### src/rtl/snax_gemm_job_sequencer.sv
// snax_gemm_job_sequencer
// Queues GEMM job descriptors from the CSR side and issues them one at a time
// to the block-GEMM control port. Each issued job is tracked by its expected
// output-beat count (M*N); once all beats are seen and the GEMM is idle, a
// one-cycle done pulse is produced and the next descriptor is taken.
//
// Ports:
//   clk_i, rst_i                       clock, async active-high reset
//   desc_{k,n,m,sub}_i, desc_valid_i   descriptor push (accepted when desc_ready_o)
//   desc_ready_o                       queue not full
//   flush_i                            drop all queued descriptors (IDLE only)
//   gemm_{k,n,m,sub}_o, gemm_valid_o   job fields / valid to GEMM control
//   gemm_ready_i, gemm_busy_i          GEMM control ready / busy status
//   out_fire_i                         one GEMM output beat accepted
//   busy_o, done_o, jobs_done_o        status, job-complete pulse, job counter
//   fifo_count_o                       queued descriptors
//   err_o                              sticky {stray_beat, zero_dim}
module snax_gemm_job_sequencer #(
  parameter int unsigned RegDataWidth = 32,
  parameter int unsigned FifoDepth    = 4,
  parameter int unsigned CntWidth     = $clog2(FifoDepth + 1)
) (
  input  logic                    clk_i,
  input  logic                    rst_i,
  input  logic [RegDataWidth-1:0] desc_k_i,
  input  logic [RegDataWidth-1:0] desc_n_i,
  input  logic [RegDataWidth-1:0] desc_m_i,
  input  logic [RegDataWidth-1:0] desc_sub_i,
  input  logic                    desc_valid_i,
  output logic                    desc_ready_o,
  input  logic                    flush_i,
  output logic [RegDataWidth-1:0] gemm_k_o,
  output logic [RegDataWidth-1:0] gemm_n_o,
  output logic [RegDataWidth-1:0] gemm_m_o,
  output logic [RegDataWidth-1:0] gemm_sub_o,
  output logic                    gemm_valid_o,
  input  logic                    gemm_ready_i,
  input  logic                    gemm_busy_i,
  input  logic                    out_fire_i,
  output logic                    busy_o,
  output logic                    done_o,
  output logic [RegDataWidth-1:0] jobs_done_o,
  output logic [CntWidth-1:0]     fifo_count_o,
  output logic [1:0]              err_o
);

  localparam int unsigned PtrWidth = $clog2(FifoDepth);

  typedef struct packed {
    logic [RegDataWidth-1:0] k;
    logic [RegDataWidth-1:0] n;
    logic [RegDataWidth-1:0] m;
    logic [RegDataWidth-1:0] sub;
  } desc_t;

  typedef enum logic [1:0] {
    IDLE  = 2'd0,
    ISSUE = 2'd1,
    RUN   = 2'd2,
    DONE  = 2'd3
  } state_e;

  desc_t                   fifo_mem [FifoDepth];
  logic [PtrWidth-1:0]     wr_ptr_q, rd_ptr_q;
  logic [CntWidth-1:0]     count_q, count_d;
  logic                    ready_q;
  state_e                  state_q;
  logic [RegDataWidth-1:0] beat_cnt_q;
  logic [RegDataWidth-1:0] jobs_done_q;
  logic [1:0]              err_q;

  desc_t desc_in;
  desc_t head;
  logic  empty;
  logic  head_zero;
  logic  flush;
  logic  push;
  logic  pop;

  // Queue control: flush has priority and also swallows a same-cycle push.
  always_comb begin
    desc_in   = '{k: desc_k_i, n: desc_n_i, m: desc_m_i, sub: desc_sub_i};
    empty     = (count_q == '0);
    head      = empty ? '0 : fifo_mem[rd_ptr_q];
    head_zero = (head.k == '0) || (head.n == '0) || (head.m == '0);
    flush     = (state_q == IDLE) && flush_i;
    push      = desc_valid_i && ready_q && !flush;
    pop       = !flush && !empty &&
                (((state_q == IDLE) && head_zero) ||
                 ((state_q == ISSUE) && gemm_ready_i));
    count_d   = count_q;
    if (flush) begin
      count_d = '0;
    end else if (push && !pop) begin
      count_d = count_q + CntWidth'(1);
    end else if (pop && !push) begin
      count_d = count_q - CntWidth'(1);
    end
  end

  // Pointers, occupancy and registered ready (derived from next occupancy so
  // it never depends on a same-cycle pop).
  always_ff @(posedge clk_i or posedge rst_i) begin
    if (rst_i) begin
      wr_ptr_q <= '0;
      rd_ptr_q <= '0;
      count_q  <= '0;
      ready_q  <= 1'b0;
    end else begin
      if (flush) begin
        wr_ptr_q <= '0;
        rd_ptr_q <= '0;
      end else begin
        if (push) wr_ptr_q <= wr_ptr_q + PtrWidth'(1);
        if (pop)  rd_ptr_q <= rd_ptr_q + PtrWidth'(1);
      end
      count_q <= count_d;
      ready_q <= (count_d != CntWidth'(FifoDepth));
    end
  end

  // Descriptor storage; contents are only observed while occupied.
  always_ff @(posedge clk_i) begin
    if (push) fifo_mem[wr_ptr_q] <= desc_in;
  end

  // Job FSM with beat tracking and sticky error flags.
  always_ff @(posedge clk_i or posedge rst_i) begin
    if (rst_i) begin
      state_q     <= IDLE;
      beat_cnt_q  <= '0;
      jobs_done_q <= '0;
      err_q       <= 2'b00;
    end else begin
      // Any beat not consumed by a running job with beats outstanding is stray.
      if (out_fire_i && !((state_q == RUN) && (beat_cnt_q != '0))) begin
        err_q[1] <= 1'b1;
      end
      unique case (state_q)
        IDLE: begin
          if (!flush_i && !empty) begin
            if (head_zero) err_q[0] <= 1'b1;
            else           state_q  <= ISSUE;
          end
        end
        ISSUE: begin
          if (gemm_ready_i) begin
            beat_cnt_q <= head.m * head.n;
            state_q    <= RUN;
          end
        end
        RUN: begin
          if (out_fire_i && (beat_cnt_q != '0)) begin
            beat_cnt_q <= beat_cnt_q - RegDataWidth'(1);
          end
          // Count bumps on DONE entry so jobs_done_o is current while done_o is high.
          if ((beat_cnt_q == '0) && !gemm_busy_i) begin
            state_q     <= DONE;
            jobs_done_q <= jobs_done_q + RegDataWidth'(1);
          end
        end
        DONE: begin
          state_q <= IDLE;
        end
        default: state_q <= IDLE;
      endcase
    end
  end

  assign desc_ready_o = ready_q;
  assign gemm_k_o     = head.k;
  assign gemm_n_o     = head.n;
  assign gemm_m_o     = head.m;
  assign gemm_sub_o   = head.sub;
  assign gemm_valid_o = (state_q == ISSUE);
  assign done_o       = (state_q == DONE);
  assign busy_o       = (state_q != IDLE) || !empty;
  assign jobs_done_o  = jobs_done_q;
  assign fifo_count_o = count_q;
  assign err_o        = err_q;

endmodule

### config.mk
export PLATFORM = sky130hd
export DESIGN_NAME = snax_gemm_job_sequencer
export DESIGN_NICKNAME = d
export VERILOG_FILES = /design/src/rtl/snax_gemm_job_sequencer.sv
export SDC_FILE = /design/constraint.sdc
export NUM_CORES = 2
export LEC_CHECK = 0
export CAP_MARGIN = 15
export CORE_ASPECT_RATIO = 0.8
export CORE_MARGIN = 4
export CORE_UTILIZATION = 35
export CTS_BUF_LIST = sky130_fd_sc_hd__clkbuf_4 sky130_fd_sc_hd__clkbuf_8
export DETAILED_ROUTE_END_ITERATION = 16
export PLACE_DENSITY_LB_ADDON = 0.15
export SLEW_MARGIN = 5
export SYNTH_ARGS = -nofsm -noshare
export SYNTH_HDL_FRONTEND = slang
export SYNTH_SLANG_ARGS = --single-unit
### constraint.sdc
create_clock -name clk_i -period 13.5 [get_ports clk_i]
set_clock_uncertainty 0.1 [all_clocks]
set_input_delay 2.7 -clock clk_i [delete_from_list [all_inputs] [get_ports clk_i]]
set_output_delay 2.7 -clock clk_i [all_outputs]
set_load 0.05 [all_outputs]
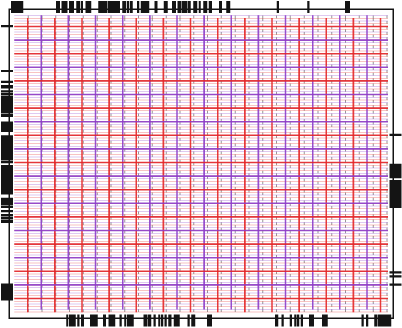
(power grid)
(1 px per um) Pins as bars on the die edge. Tap cells in gray.
color	net
purple	VDD
red	VSS
met5 straps	21
tap cells	1,498
rows	109
met4 straps	27
Core Box Area: 111,000 um2
chip width: 382 um
die height: 308 um

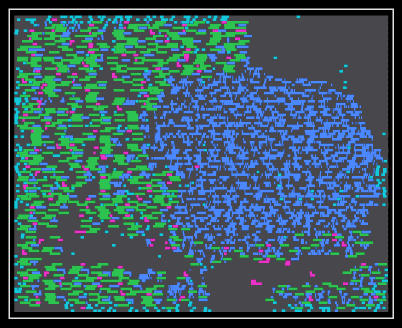
(cell classes on the final placement)
(1 px per um) Fill, decap, tap and diode cells in gray.
color	class	cells	share of their area
magenta	clock drivers and dummy loads	172	4.5%
blue	remaining logic cells	2,404	49%
green	registers	588	39%
cyan	remaining buffers and delay cells	345	7.6%
Util after Layout: 41.5%
Finished Cell Area: 46,000 um2

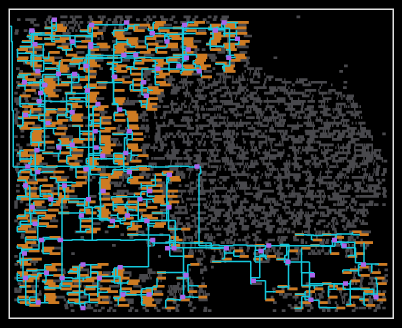
(clock network drawn from the DEF)
(1 px per um)
[purple] clock-net drivers | count: 97
[orange] flip-flops | count: 588
[cyan] clock wires | length: 8,600 um
routed clock nets	98
clk ins delay skew pair: 750 ps

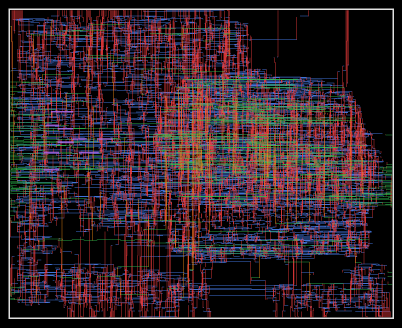
(signal wires by layer)
(1 px per um)
color	layer	wire length
purple	M5	133 um
green	M3	12,100 um
blue	M1	53.0 mm
red	M2	51.0 mm
orange	M4	3,770 um
via count: 25.2k
total track usage: 20.5%
Total Wirelength: 120 mm
Routed wire per std cell: 23.9 um

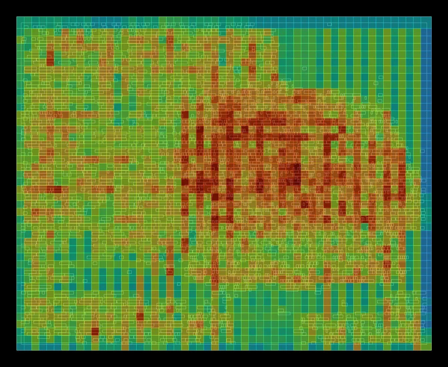
(routing congestion map)
Top Usage Layer GRT: met2
met1 Use GR: 29.2%
met3 Use GR: 7.00%
met2 Use GR: 29.6%

==> flow_metrics.tcl <==
# collected from the flow reports
set metrics [dict create \
    grt-ovfl-total 0 \
    finalCriticalPeriod_ps 10410 \
    gp_congestion 0.918 \
    floorplan.nets 3790 \
    cp_data_required_time_ps 14030 \
    ys_types 75 \
    highest_layer "met5" \
    worst-slew-pin-transition_ps 1240 \
    crit_slowest_cell "dfrtp_4" \
    synth-edff-count 512 \
    nNonClkBuffers 345 \
    yosysSeqAreaShare_pct 44.0 \
    cts_hold_buf 0 \
    reg2reg_depth 28 \
    min_path_type "reg -> reg" \
    cts.sinks 588 \
    critical_path.endpoint "beat_cnt_q[31]" \
    crit_arrival_ps 10930 \
    top_cells_by_area "edfxtp_1 (39%), fa_1 (21%), mux4_2 (7.3%), dfrtp_1 (4.8%), ha_1 (4.3%)" \
    dp_cells 4835 \
    top_cells_by_count "edfxtp_1 (512), inv_1 (410), fa_1 (408)" \
    logic_area_um2 19900 \
    place_ws_ps 3160 \
    slew_violations 0 \
    boundaryPins 304 \
    ant_nets 0 \
    synthCells 3111 \
    antenna_found_initial 20 \
    async_reset_ff_share_pct 12.9 \
    hp-start "err_o[1]" \
    layout_setup_ws_ps 3090 \
    finalSetupViolations 0 \
    wl_met3_mm 12.1 \
    top_logic_kind "adder cells" \
    setup.worst_path.start_class "flop" \
    dr.pass1.iters 6 \
    path_buffers 5 \
    final_cells 5016 \
    grt_pass1_vias 26300 \
    cts.path.max_buffers 3 \
    regToRegSetupSlack_ps 3090 \
    ys_sh_simple_pct 11.0 \
    cap_viol_max_count 0 \
    fin_crit_sh_pct 77.1 \
    via_per_inst 5.03 \
    synth-main-ff-cell "edfxtp_1" \
    cp-end-kind "flop" \
    critPathMaxFanout 64 \
    syn_area_um2 39200 \
    yosys_warnings 0 \
    taps 1498 \
    top_register "fifo_mem" \
    setup_tns_ps 0 \
    cp.depth 28 \
    fin_hold_ws_ps 356 \
    ff_latch_area_um2 17300 \
    dp_hpwl_mm 89.3 \
    clock.fmax_mhz 96.1 \
    fa_ha_area_share_pct 25.1 \
    areaGrowthSynthToFinish_pct 17.3 \
    slew-limit-headroom_pct 16.5 \
    r2r-end "beat_cnt_q[31]" \
    grt_pass1_wl_mm 177 \
    reg2reg_from "rd_ptr_q[0]" \
    root_buffer "clkbuf_8" \
    rows 109 \
    clkCellAreaFrac_pct 4.30 \
    wl_met1_mm 53.0 \
    yosys_cells 3111 \
    ys_area_um2 39200 \
    cts_tree "yes" \
    critPathLaunch "rd_ptr_q[0]" \
    status "finished, final reports clean" \
    critPathMostFrequentCell "fa_1" \
    final_cell_mix "edfxtp_1 (512), inv_1 (409), fa_1 (408), nor2_1 (332), nand2_1 (316)" \
    crit_type "reg -> reg" \
    synth_top_cell_by_count "edfxtp_1" \
    dominant_cells "logic gates" \
    drtIter0Drc 2074 \
    comb_share_pct 43.3 \
    cp_top_family "adder cells" \
    cts_buffers 97 \
    largest_reg_flops 512 \
    htreeDepth 3 \
    post_cts_buffers 0 \
    grt_setup_unrepaired "no" \
    layout_top_cell "edfxtp_1" \
    num-multi-input-gates 1980 \
    layout.nets 4115 \
    grt_max_degree 68 \
    wl_met2_mm 51.0 \
    numSynthFlops 588 \
    initial_core_util_pct 35.4 \
    hold_depth 1 \
    die_area_um2 118000 \
    synthAoiAreaFrac_pct 2.94 \
    seq_share_pct 37.5 \
    n_clock_buffer 134 \
    hold_viol 0 \
    worstHoldEndpoint "err_o[1]" \
    slowest_delay_ps 770 \
    synth-xor-area-share_pct 2.68 \
    drc 0 \
    post_cts_resized 0 \
    warning_count 35 \
    seq_cells 588 \
    avgSynthCellArea_um2 12.6 \
    insertedDiodeCount 9 \
    top_cell_area_share_pct 39.2 \
    dpl_cell_area_um2 44000 \
    largest_area_cell "edfxtp_1" \
    fillCellCount 10500 \
    layout-drive-gt1-share_pct 11.1 \
    cts.clk_slew.worst_paths_ps 60 \
    portBuffers 303 \
    ys_sh_mux_pct 8.80 \
    buf_share_pct 7.30 \
    inv_count 424 \
]
